===== config.mk =====
export PLATFORM = sky130hd
export DESIGN_NAME = axi4_slave_mem_arbiter
export DESIGN_NICKNAME = d
export VERILOG_FILES = /design/src/rtl/axi4_mem_arb_pkg.sv /design/src/rtl/axi4_sync_fifo.sv /design/src/rtl/axi4_slave_mem_arbiter.sv
export SDC_FILE = /design/constraint.sdc
export NUM_CORES = 1
export LEC_CHECK = 0
export CAP_MARGIN = 20
export CORE_MARGIN = 1
export CORE_UTILIZATION = 30
export CTS_CLUSTER_SIZE = 16
export DETAILED_ROUTE_END_ITERATION = 16
export PLACE_DENSITY = 0.56
export SYNTH_ARGS = -nofsm -noshare
export SYNTH_HDL_FRONTEND = slang
export SYNTH_SLANG_ARGS = --single-unit

===== constraint.sdc =====
create_clock -name clk -period 7.6 [get_ports clk]
set_clock_uncertainty 0.05 [all_clocks]
set_input_delay 0.76 -clock clk [delete_from_list [all_inputs] [get_ports clk]]
set_output_delay 0.76 -clock clk [all_outputs]
set_load 0.01 [all_outputs]

===== src/rtl/axi4_mem_arb_pkg.sv =====
// Shared types for the AXI4 slave memory arbiter: FSM states, side encoding
// and the width of one buffered write beat.
package axi4_mem_arb_pkg;

  typedef enum logic [1:0] {
    ARB_IDLE = 2'd0,
    ARB_WR   = 2'd1,
    ARB_RD   = 2'd2
  } arb_state_t;

  typedef enum logic {
    SIDE_WR = 1'b0,
    SIDE_RD = 1'b1
  } side_t;

  // One FIFO entry packs {addr, data, strb, last}.
  function automatic int fifo_entry_width(input int addr_width, input int data_width);
    return addr_width + data_width + data_width / 8 + 1;
  endfunction

endpackage


===== src/rtl/axi4_sync_fifo.sv =====
// Synchronous FIFO with registered storage and no fall-through; a push into an
// empty FIFO becomes visible at the head on the following cycle.
module axi4_sync_fifo #(
  parameter int WIDTH = 8,
  parameter int DEPTH = 4
) (
  input  logic                     clk,
  input  logic                     rst,
  input  logic                     push,
  input  logic [WIDTH-1:0]         push_data,
  input  logic                     pop,
  output logic [WIDTH-1:0]         head,
  output logic                     full,
  output logic                     empty,
  output logic [$clog2(DEPTH):0]   level
);

  localparam int PW = $clog2(DEPTH);
  localparam logic [PW:0] FULL_LEVEL = (PW + 1)'(DEPTH);

  logic [WIDTH-1:0] store [DEPTH];
  logic [PW-1:0]    wr_ptr;
  logic [PW-1:0]    rd_ptr;
  logic             do_push;
  logic             do_pop;

  assign full    = (level == FULL_LEVEL);
  assign empty   = (level == '0);
  // A full FIFO refuses a push even when a pop frees a slot in the same cycle.
  assign do_push = push && !full;
  assign do_pop  = pop && !empty;
  assign head    = store[rd_ptr];

  // NOTE: storage is deliberately not reset; the pointers and level define
  // which entries are meaningful, so clearing the array would only add logic.
  always_ff @(posedge clk) begin
    if (do_push) store[wr_ptr] <= push_data;
  end

  // NOTE: state registers use non-blocking assignments so every flop samples
  // pre-edge values regardless of statement order.
  always_ff @(posedge clk or negedge rst) begin
    if (!rst) begin
      wr_ptr <= '0;
      rd_ptr <= '0;
      level  <= '0;
    end else begin
      if (do_push) wr_ptr <= wr_ptr + 1'b1;
      if (do_pop)  rd_ptr <= rd_ptr + 1'b1;
      case ({do_push, do_pop})
        2'b10:   level <= level + 1'b1;
        2'b01:   level <= level - 1'b1;
        default: level <= level;
      endcase
    end
  end

endmodule


===== src/rtl/axi4_slave_mem_arbiter.sv =====
// Round-robin arbiter sharing one single-port memory between buffered write
// beats and handshaked read beats. Define AXI4_ARB_BURST_LOCK_EN to hold the
// grant on one side until the beat carrying last is granted.
module axi4_slave_mem_arbiter
  import axi4_mem_arb_pkg::*;
#(
  parameter int DATA_WIDTH    = 32,
  parameter int ADDR_WIDTH    = 32,
  parameter int WR_FIFO_DEPTH = 4
) (
  input  logic                             clk,
  input  logic                             rst,
  input  logic                             wr_valid,
  output logic                             wr_ready,
  input  logic [ADDR_WIDTH-1:0]            wr_addr,
  input  logic [DATA_WIDTH-1:0]            wr_data,
  input  logic [DATA_WIDTH/8-1:0]          wr_strb,
  input  logic                             wr_last,
  output logic [$clog2(WR_FIFO_DEPTH):0]   wr_fifo_level,
  input  logic                             rd_req,
  input  logic [ADDR_WIDTH-1:0]            rd_addr,
  input  logic                             rd_last,
  output logic                             rd_gnt,
  output logic [DATA_WIDTH-1:0]            rd_data,
  output logic                             rd_data_valid,
  output logic                             mem_en,
  output logic                             mem_we,
  output logic [ADDR_WIDTH-1:0]            mem_addr,
  output logic [DATA_WIDTH-1:0]            mem_wdata,
  output logic [DATA_WIDTH/8-1:0]          mem_be,
  input  logic [DATA_WIDTH-1:0]            mem_rdata
);

  localparam int STRB_W  = DATA_WIDTH / 8;
  localparam int ENTRY_W = fifo_entry_width(ADDR_WIDTH, DATA_WIDTH);

  logic [ENTRY_W-1:0]    push_entry;
  logic [ENTRY_W-1:0]    head_entry;
  logic [ADDR_WIDTH-1:0] head_addr;
  logic [DATA_WIDTH-1:0] head_data;
  logic [STRB_W-1:0]     head_strb;
  logic                  head_last;
  logic                  fifo_full;
  logic                  fifo_empty;

  arb_state_t state, next_state;
  side_t      last_served;
  logic       wr_pend, rd_pend;
  logic       rr_wr, rr_rd;
  logic       grant_wr, grant_rd;

  assign push_entry = {wr_addr, wr_data, wr_strb, wr_last};
  assign {head_addr, head_data, head_strb, head_last} = head_entry;
  assign wr_ready   = !fifo_full;

  axi4_sync_fifo #(
    .WIDTH (ENTRY_W),
    .DEPTH (WR_FIFO_DEPTH)
  ) u_wr_fifo (
    .clk       (clk),
    .rst       (rst),
    .push      (wr_valid),
    .push_data (push_entry),
    .pop       (grant_wr),
    .head      (head_entry),
    .full      (fifo_full),
    .empty     (fifo_empty),
    .level     (wr_fifo_level)
  );

`ifdef AXI4_ARB_BURST_LOCK_EN
  logic  lock_active;
  side_t lock_side;

  always_ff @(posedge clk or negedge rst) begin
    if (!rst) begin
      lock_active <= 1'b0;
      lock_side   <= SIDE_RD;
    end else if (grant_wr) begin
      lock_active <= !head_last;
      lock_side   <= SIDE_WR;
    end else if (grant_rd) begin
      lock_active <= !rd_last;
      lock_side   <= SIDE_RD;
    end
  end
`else
  // last only travels through the FIFO in the per-beat build.
  logic unused_last;
  assign unused_last = head_last ^ rd_last;
`endif

  // NOTE: every signal driven here gets a default first, so no path through
  // the block can leave a value held and infer a latch.
  always_comb begin
    next_state = ARB_IDLE;
    grant_wr   = 1'b0;
    grant_rd   = 1'b0;
    wr_pend    = !fifo_empty;
    rd_pend    = rd_req;
    // Ties go to the side not served last.
    rr_wr      = wr_pend && (!rd_pend || last_served == SIDE_RD);
    rr_rd      = rd_pend && !rr_wr;
`ifdef AXI4_ARB_BURST_LOCK_EN
    if (lock_active) begin
      grant_wr = (lock_side == SIDE_WR) && wr_pend;
      grant_rd = (lock_side == SIDE_RD) && rd_pend;
    end else begin
      grant_wr = rr_wr;
      grant_rd = rr_rd;
    end
`else
    grant_wr = rr_wr;
    grant_rd = rr_rd;
`endif
    if (grant_wr)      next_state = ARB_WR;
    else if (grant_rd) next_state = ARB_RD;
  end

  always_ff @(posedge clk or negedge rst) begin
    if (!rst) begin
      state       <= ARB_IDLE;
      last_served <= SIDE_RD;
    end else begin
      state <= next_state;
      if (grant_wr)      last_served <= SIDE_WR;
      else if (grant_rd) last_served <= SIDE_RD;
    end
  end

  // The registered state is the access strobe for the current cycle.
  assign mem_en  = (state != ARB_IDLE);
  assign mem_we  = (state == ARB_WR);
  assign rd_gnt  = grant_rd;
  assign rd_data = mem_rdata;

  always_ff @(posedge clk or negedge rst) begin
    if (!rst) begin
      mem_addr      <= '0;
      mem_wdata     <= '0;
      mem_be        <= '0;
      rd_data_valid <= 1'b0;
    end else begin
      rd_data_valid <= mem_en && !mem_we;
      if (grant_wr) begin
        mem_addr  <= head_addr;
        mem_wdata <= head_data;
        mem_be    <= head_strb;
      end else if (grant_rd) begin
        mem_addr  <= rd_addr;
        mem_wdata <= '0;
        mem_be    <= '0;
      end else begin
        mem_be    <= '0;
      end
    end
  end

endmodule


Fig. 1: run 1, cells colored by class
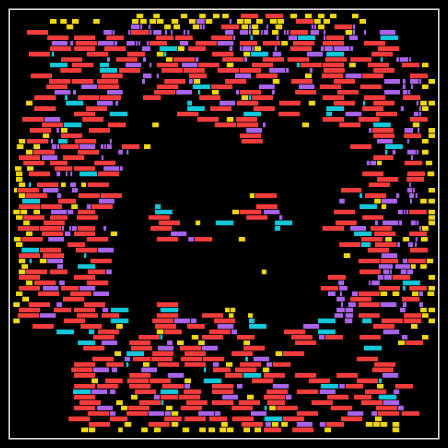
[purple] all other logic | cells: 266
[yellow] other buffers and delay cells | cells: 191
[red] flip-flops | cells: 351
[cyan] clock drivers and dummy loads | cells: 75
sequential cell area share: 0.600
Final Util: 0.383
post-route cell area: 16900 sq um

Fig. 2: run 1, supply network
The bar under the picture is 50 microns long. Pins as bars on the die edge.
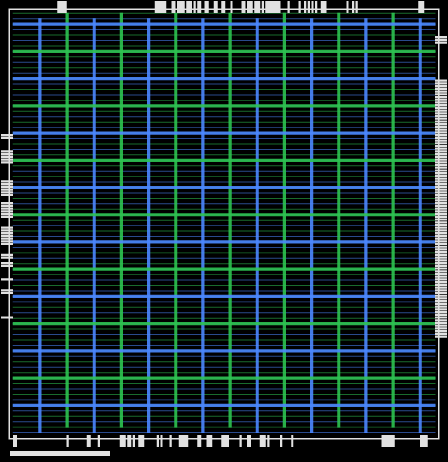
[blue] VSS
[green] VDD
rows: 77
met5 straps: 15
met1 rails: 78
signal pins: 246
Core Footprint: 44200 sq um
Peak VDD IR: 0.230 mV
die y size: 214 microns

Fig. 3: run 1, local utilization
The bar under the picture is 50 microns long. The die is cut into 21 by 21 equal tiles; black is low, pale yellow is high, 0 to 100% covered.
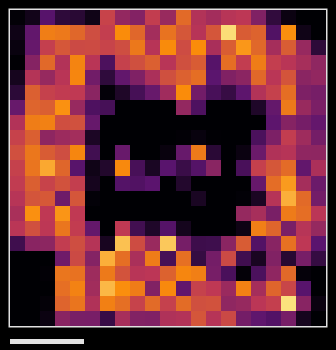
mean over tiles: 35%
nearly empty tiles: 20%
fullest tile: 94%
tiles over 75% full: 3.6%
emptiest ninth of the die: center
floorplan core density: 0.304

Fig. 4: run 1, track usage over the die
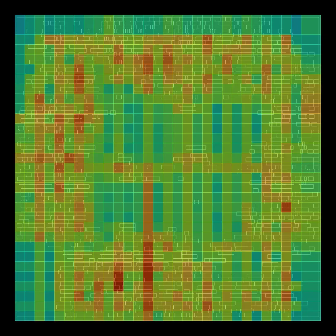
met2 usage: 0.234
gr busiest metal: met2

[run 1: state kept, by name (all words and copies together), names as in the netlist]
name	flops
u_wr_fifo.store	272
mem_addr	32
mem_wdata	32
mem_be	4
u_wr_fifo.level	3
state	2
u_wr_fifo.rd_ptr	2
u_wr_fifo.wr_ptr	2
last_served	1
rd_data_valid	1
[run 1: area by class of cell]
| class | count | area, sq um | share of cell area |
|---|---|---|---|
| well taps | 592 | 741 | 0.0437 |
| clock inverters | 19 | 108 | 0.00636 |
| multi-input cells | 263 | 2880 | 0.170 |
| inverters | 3 | 11.3 | 0.000665 |
| clock buffers | 56 | 1160 | 0.0688 |
| flip-flops and latches | 351 | 10200 | 0.600 |
| repair buffers | 191 | 1870 | 0.111 |
[run 1: routing by layer]
metal | share of wire | wire length, microns
met1 | 0.43 | 13400
met2 | 0.49 | 15400
met3 | 0.051 | 1600
met4 | 0.032 | 1010
met5 | 0.00029 | 9
[run 1: worst max-delay path: stages (launching register included)]
cell             delay, ps
dfrtp_1                460
or3_2                  900
and2_4                 410
nor2b_1                170
clkdlybuf4s50_1        560
[run 1: Yosys cell counts (all sizes together) (2+ instances only)]
| cell type | n | area [sq um] |
|---|---|---|
| edfxtp | 272 | 8170 |
| dfrtp | 78 | 1950 |
| mux4 | 68 | 1530 |
| nand2 | 64 | 240 |
| buf | 54 | 367 |
| nand3 | 33 | 165 |
| a22o | 32 | 280 |
| o211ai | 32 | 340 |
| clkbuf | 21 | 80.1 |
| and3 | 8 | 50.1 |
| ha | 5 | 62.6 |
| xnor2 | 4 | 35.0 |
| inv | 3 | 11.3 |
| nor2 | 3 | 11.3 |
| and2 | 2 | 15.0 |
| mux2 | 2 | 22.5 |
| nor2b | 2 | 12.5 |
| xor2 | 2 | 17.5 |
[run 1: power by group]
group          total, W  internal (W)  leakage, nW  switching (W)
registers       0.00288       0.00261         3.47       0.000278
clock network   0.00185       0.00108        0.625       0.000771
logic           0.00190      0.000989         1.77       0.000906
[run 1: stage by stage]
stage	std cells	util	setup slack (ps)
5_1_grt	1475	0.383	3450
2_1_floorplan	692	-	4660
4_1_cts	1475	0.383	3550
3_5_place_dp	1400	0.354	4170
6_report	1475	0.383	3670
3_3_place_gp	1400	0.354	4150
[run 1: how the worst max path moves through the flow]
stage / from / to / slack [ps] / cells after the start
CTS: u_wr_fifo.level[1]$_DFFE_PN0P_ / rd_gnt / 3550 / 4
global placement: u_wr_fifo.level[1]$_DFFE_PN0P_ / rd_gnt / 4150 / 4
floorplan: u_wr_fifo.level[0]$_DFFE_PN0P_ / u_wr_fifo.store[0][10]$_DFFE_PP_ / 4660 / 2
detailed placement: u_wr_fifo.level[1]$_DFFE_PN0P_ / rd_gnt / 4170 / 4
global route: u_wr_fifo.level[1]$_DFFE_PN0P_ / rd_gnt / 3450 / 4
finish: u_wr_fifo.level[1]$_DFFE_PN0P_ / rd_gnt / 3670 / 4
[run 1: cell families (layout without fill, tap and decap cells)]
family                   after synthesis  count (layout)
multiplexers                          70              70
AND/OR/NAND/NOR                      117             117
buffers and inverters                 78             269
AND-OR/OR-AND                         64              64
XOR/XNOR                               6               6
flip-flops                           351             351
adder cells (fa/ha/maj)                6               6
==> impl_metrics.py, run 1 <==
# Flow results
metrics = {
    "cells_and_area": {
        "n_fill_cell": 4079,
        "syn_to_final_growth_pct": 25.8,
    },
    "clock_tree": {
        "cts-buffers-inserted": 41,
        "ctsResizeCount": 0,
        "clk_pin_slew_ps": 50,
        "cts_setup_buffers": 0,
        "h-tree-depth": 2,
        "cts.sinks": 351,
    },
    "grt": {
        "grt_max_degree": 65,
        "grt_pass1_wl_mm": 47.0,
        "grt_pass1_vias": 7513,
        "grtUsageTotal": 0.142,
    },
    "synth": {
        "yosys_warnings": 0,
        "synth_seq_share": 0.754,
        "fa_ha_area_frac": 0.00614,
        "syn_nets": 836,
        "ys_cells": 692,
        "synthDistinctLibCells": 31,
        "logic_family": "multiplexers",
        "synthFlopType": "edfxtp_1",
        "async_flop_share": 0.225,
        "ys_chip_area_sq_um": 13500,
    },
    "routing": {
        "viasPerCell": 4.62,
        "drc": 0,
        "firstDrtPassIters": 4,
    },
    "worst_setup_path": {
        "cp-end-kind": "output port",
        "path_max_fanout": 38,
        "cp_data_arrival_time_ps": 3120,
        "path_class": "register to output port",
    },
    "sta": {
        "max_freq_mhz": 255,
        "worst_slew_pin_slew_ps": 920,
        "setup_viol": 0,
    },
    "outcome": {
        "outcome": "finished, final reports clean",
    },
    "pwr": {
        "power.total_w": 0.00663,
    },
    "die": {
        "io_pins": 246,
    },
    "place": {
        "port_buffers": 179,
    },
}
Fig. 5: run 1, nets reached from selected ports
The bar under the picture is 50 microns long.
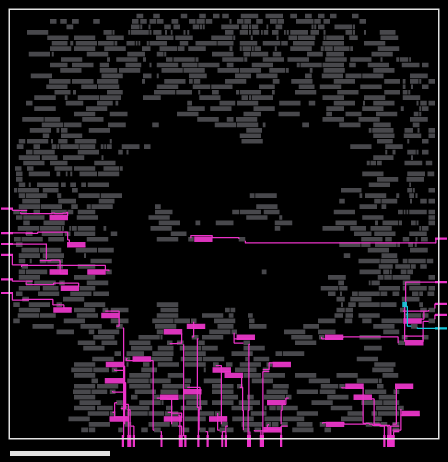

## Run 2: what changed since run 1
Clock period 7.6 ns to 3.9 ns, I/O delays scaled along.
Fig. 6: run 2, nets reached from selected ports
The bar under the picture is 50 microns long.
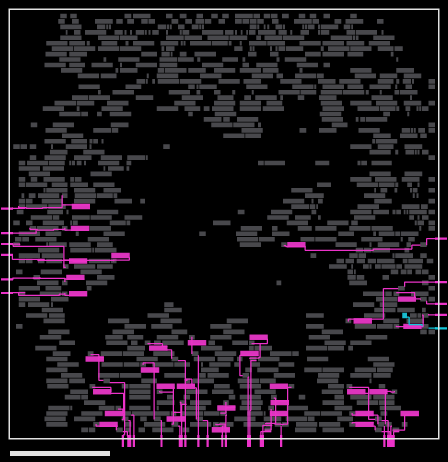
[magenta] mem_wdata | bits: 32 | direction: output | edge: 22 bottom, 6 left, 4 right | end cells: 32 | wire: 1290 microns
[cyan] rd_gnt | bits: 1 | direction: output | edge: right | end cells: 1 | wire: 16.7 microns
Port Buf Inserts: 179
IO Pins: 246

==> run 2 against run 1 <==
Cell count rose by 0.41%. Area after synthesis unchanged. Global-route usage is 0.071 points lower. Wire length shrank 0.15%. Combinational power increased by 97%. Critical endpoint unchanged. Critical path depth increased by 1.
==> impl_metrics.py, run 2 <==
# Flow results
metrics = {
    "cells_and_area": {
        "syn_to_final_growth_pct": 26.6,
        "largest_register": "u_wr_fifo.store",
    },
    "routing": {
        "firstDrtPassIters": 4,
        "viasPerCell": 4.60,
    },
    "synth": {
        "synthFlopType": "edfxtp_1",
        "yosysTopAreaCell": "edfxtp_1",
        "yosysTopAreaCellShare": 0.607,
        "synthTopCellsByArea": "edfxtp_1, dfrtp_1, mux4_2, a22o_1, o211ai_2",
        "async_flop_share": 0.225,
        "ys_cells": 692,
    },
    "worst_setup_path": {
        "cp_slowest_cell": "clkdlybuf4s50_1",
        "path_max_fanout": 39,
        "cp-end-kind": "output port",
        "critPathMaxStageDelay_ps": 560,
    },
    "grt": {
        "grt_pass1_wl_mm": 46.8,
        "grt_pass1_vias": 7379,
    },
    "die": {
        "fp_util": 0.304,
    },
    "sta": {
        "worst_slew_pin_slew_ps": 931,
        "max_freq_mhz": 293,
    },
    "outcome": {
        "outcome": "finished, final reports clean",
    },
    "pwr": {
        "ir_drop_mv": 0.375,
        "power.total_w": 0.0130,
    },
    "clock_tree": {
        "clk_pin_slew_ps": 60,
        "h-tree-depth": 2,
        "cts.sinks": 351,
    },
}
==> run 2: netlist changes by cell type in the layout (fill, tap and decap cells not counted), sizes merged, moves of 3 or more <==
cell,change
buf,+6
clkbuf,+3
diode,+3
clkinv,-8
bufinv,+3
==> run 2: what timing repair did <==
action,in CTS,in global routing
endpoints found under the setup margin,0,0
buffers inserted,0,0
endpoints found under the hold margin,52,0
hold buffers,1,0
==> run 2: worst max-delay path by stage <==
| stage | start | slack [ps] | to | cells after the start |
|---|---|---|---|---|
| after floorplan | u_wr_fifo.level[0]$_DFFE_PN0P_ | 960 | u_wr_fifo.store[0][10]$_DFFE_PP_ | 2 |
| after global placement | u_wr_fifo.level[1]$_DFFE_PN0P_ | 990 | u_wr_fifo.level[2]$_DFFE_PN0P_ | 8 |
| after detailed placement | u_wr_fifo.level[1]$_DFFE_PN0P_ | 960 | u_wr_fifo.level[2]$_DFFE_PN0P_ | 8 |
| after CTS | u_wr_fifo.level[1]$_DFFE_PN0P_ | 390 | rd_gnt | 5 |
| after global routing | u_wr_fifo.level[0]$_DFFE_PN0P_ | 320 | rd_gnt | 5 |
| final | u_wr_fifo.level[1]$_DFFE_PN0P_ | 490 | rd_gnt | 5 |
==> run 2: power by group <==
group	switching [W]	leakage (nW)	internal, W	total [W]
combinational	0.00175	1.82	0.00199	0.00374
sequential	0.000578	3.47	0.00507	0.00565
clock	0.00145	0.611	0.00219	0.00364
total	0.00378	5.90	0.00925	0.0130
==> run 2: worst max-delay path: cells and delay by family (launching register included) <==
family        cells  cell delay, ps
simple gates      3            1060
buf+inv           2             880
flops             1             470
==> run 2: layer usage <==
layer | track usage | share of wire | vias up
li1 | - | - | 3048
met1 | 0.192 | 0.45 | 3528
met2 | 0.216 | 0.46 | 147
met3 | 0.0306 | 0.048 | 84
met4 | 0.0675 | 0.036 | 2
met5 | 0 | 0.00029 | -
==> run 2: through the flow <==
| stage | instance area (sq um) | setup slack, ps | hold slack, ps | util | instances |
|---|---|---|---|---|---|
| 2_1_floorplan | 13500 | 964 | 44.4 | - | 692 |
| 3_3_place_gp | 15800 | 991 | 344 | 0.356 | 1406 |
| 3_5_place_dp | 15800 | 963 | 347 | 0.356 | 1406 |
| 4_1_cts | 17000 | 390 | 334 | 0.385 | 1478 |
| 5_1_grt | 17000 | 319 | 362 | 0.385 | 1478 |
| 6_report | 17000 | 486 | 354 | 0.385 | 1481 |
==> run 2: logic make-up (layout without fill, tap and decap cells) <==
logic type	count (synthesis)	in the layout	synth area share
compound gates	64	64	0.0461
other cells	0	3	0
buf+inv	78	272	0.0340
flops	351	351	0.754
xor+xnor	6	6	0.00391
mux	70	70	0.115
fa+ha+maj	6	6	0.00614
simple gates	117	117	0.0404
==> run 2: area by class of cell <==
cell class                 instances  area [sq um]  area share
antenna                            3          7.51    0.000441
clock buffer                      59          1120      0.0660
clock inverter                    12           136     0.00801
inverter                           3          11.3    0.000661
multi-input combinational        263          2880       0.169
sequential                       351         10200       0.596
tap                              592           741      0.0435
timing repair buffer             198          1980       0.116
Power is estimated from default activity; no workload was simulated.
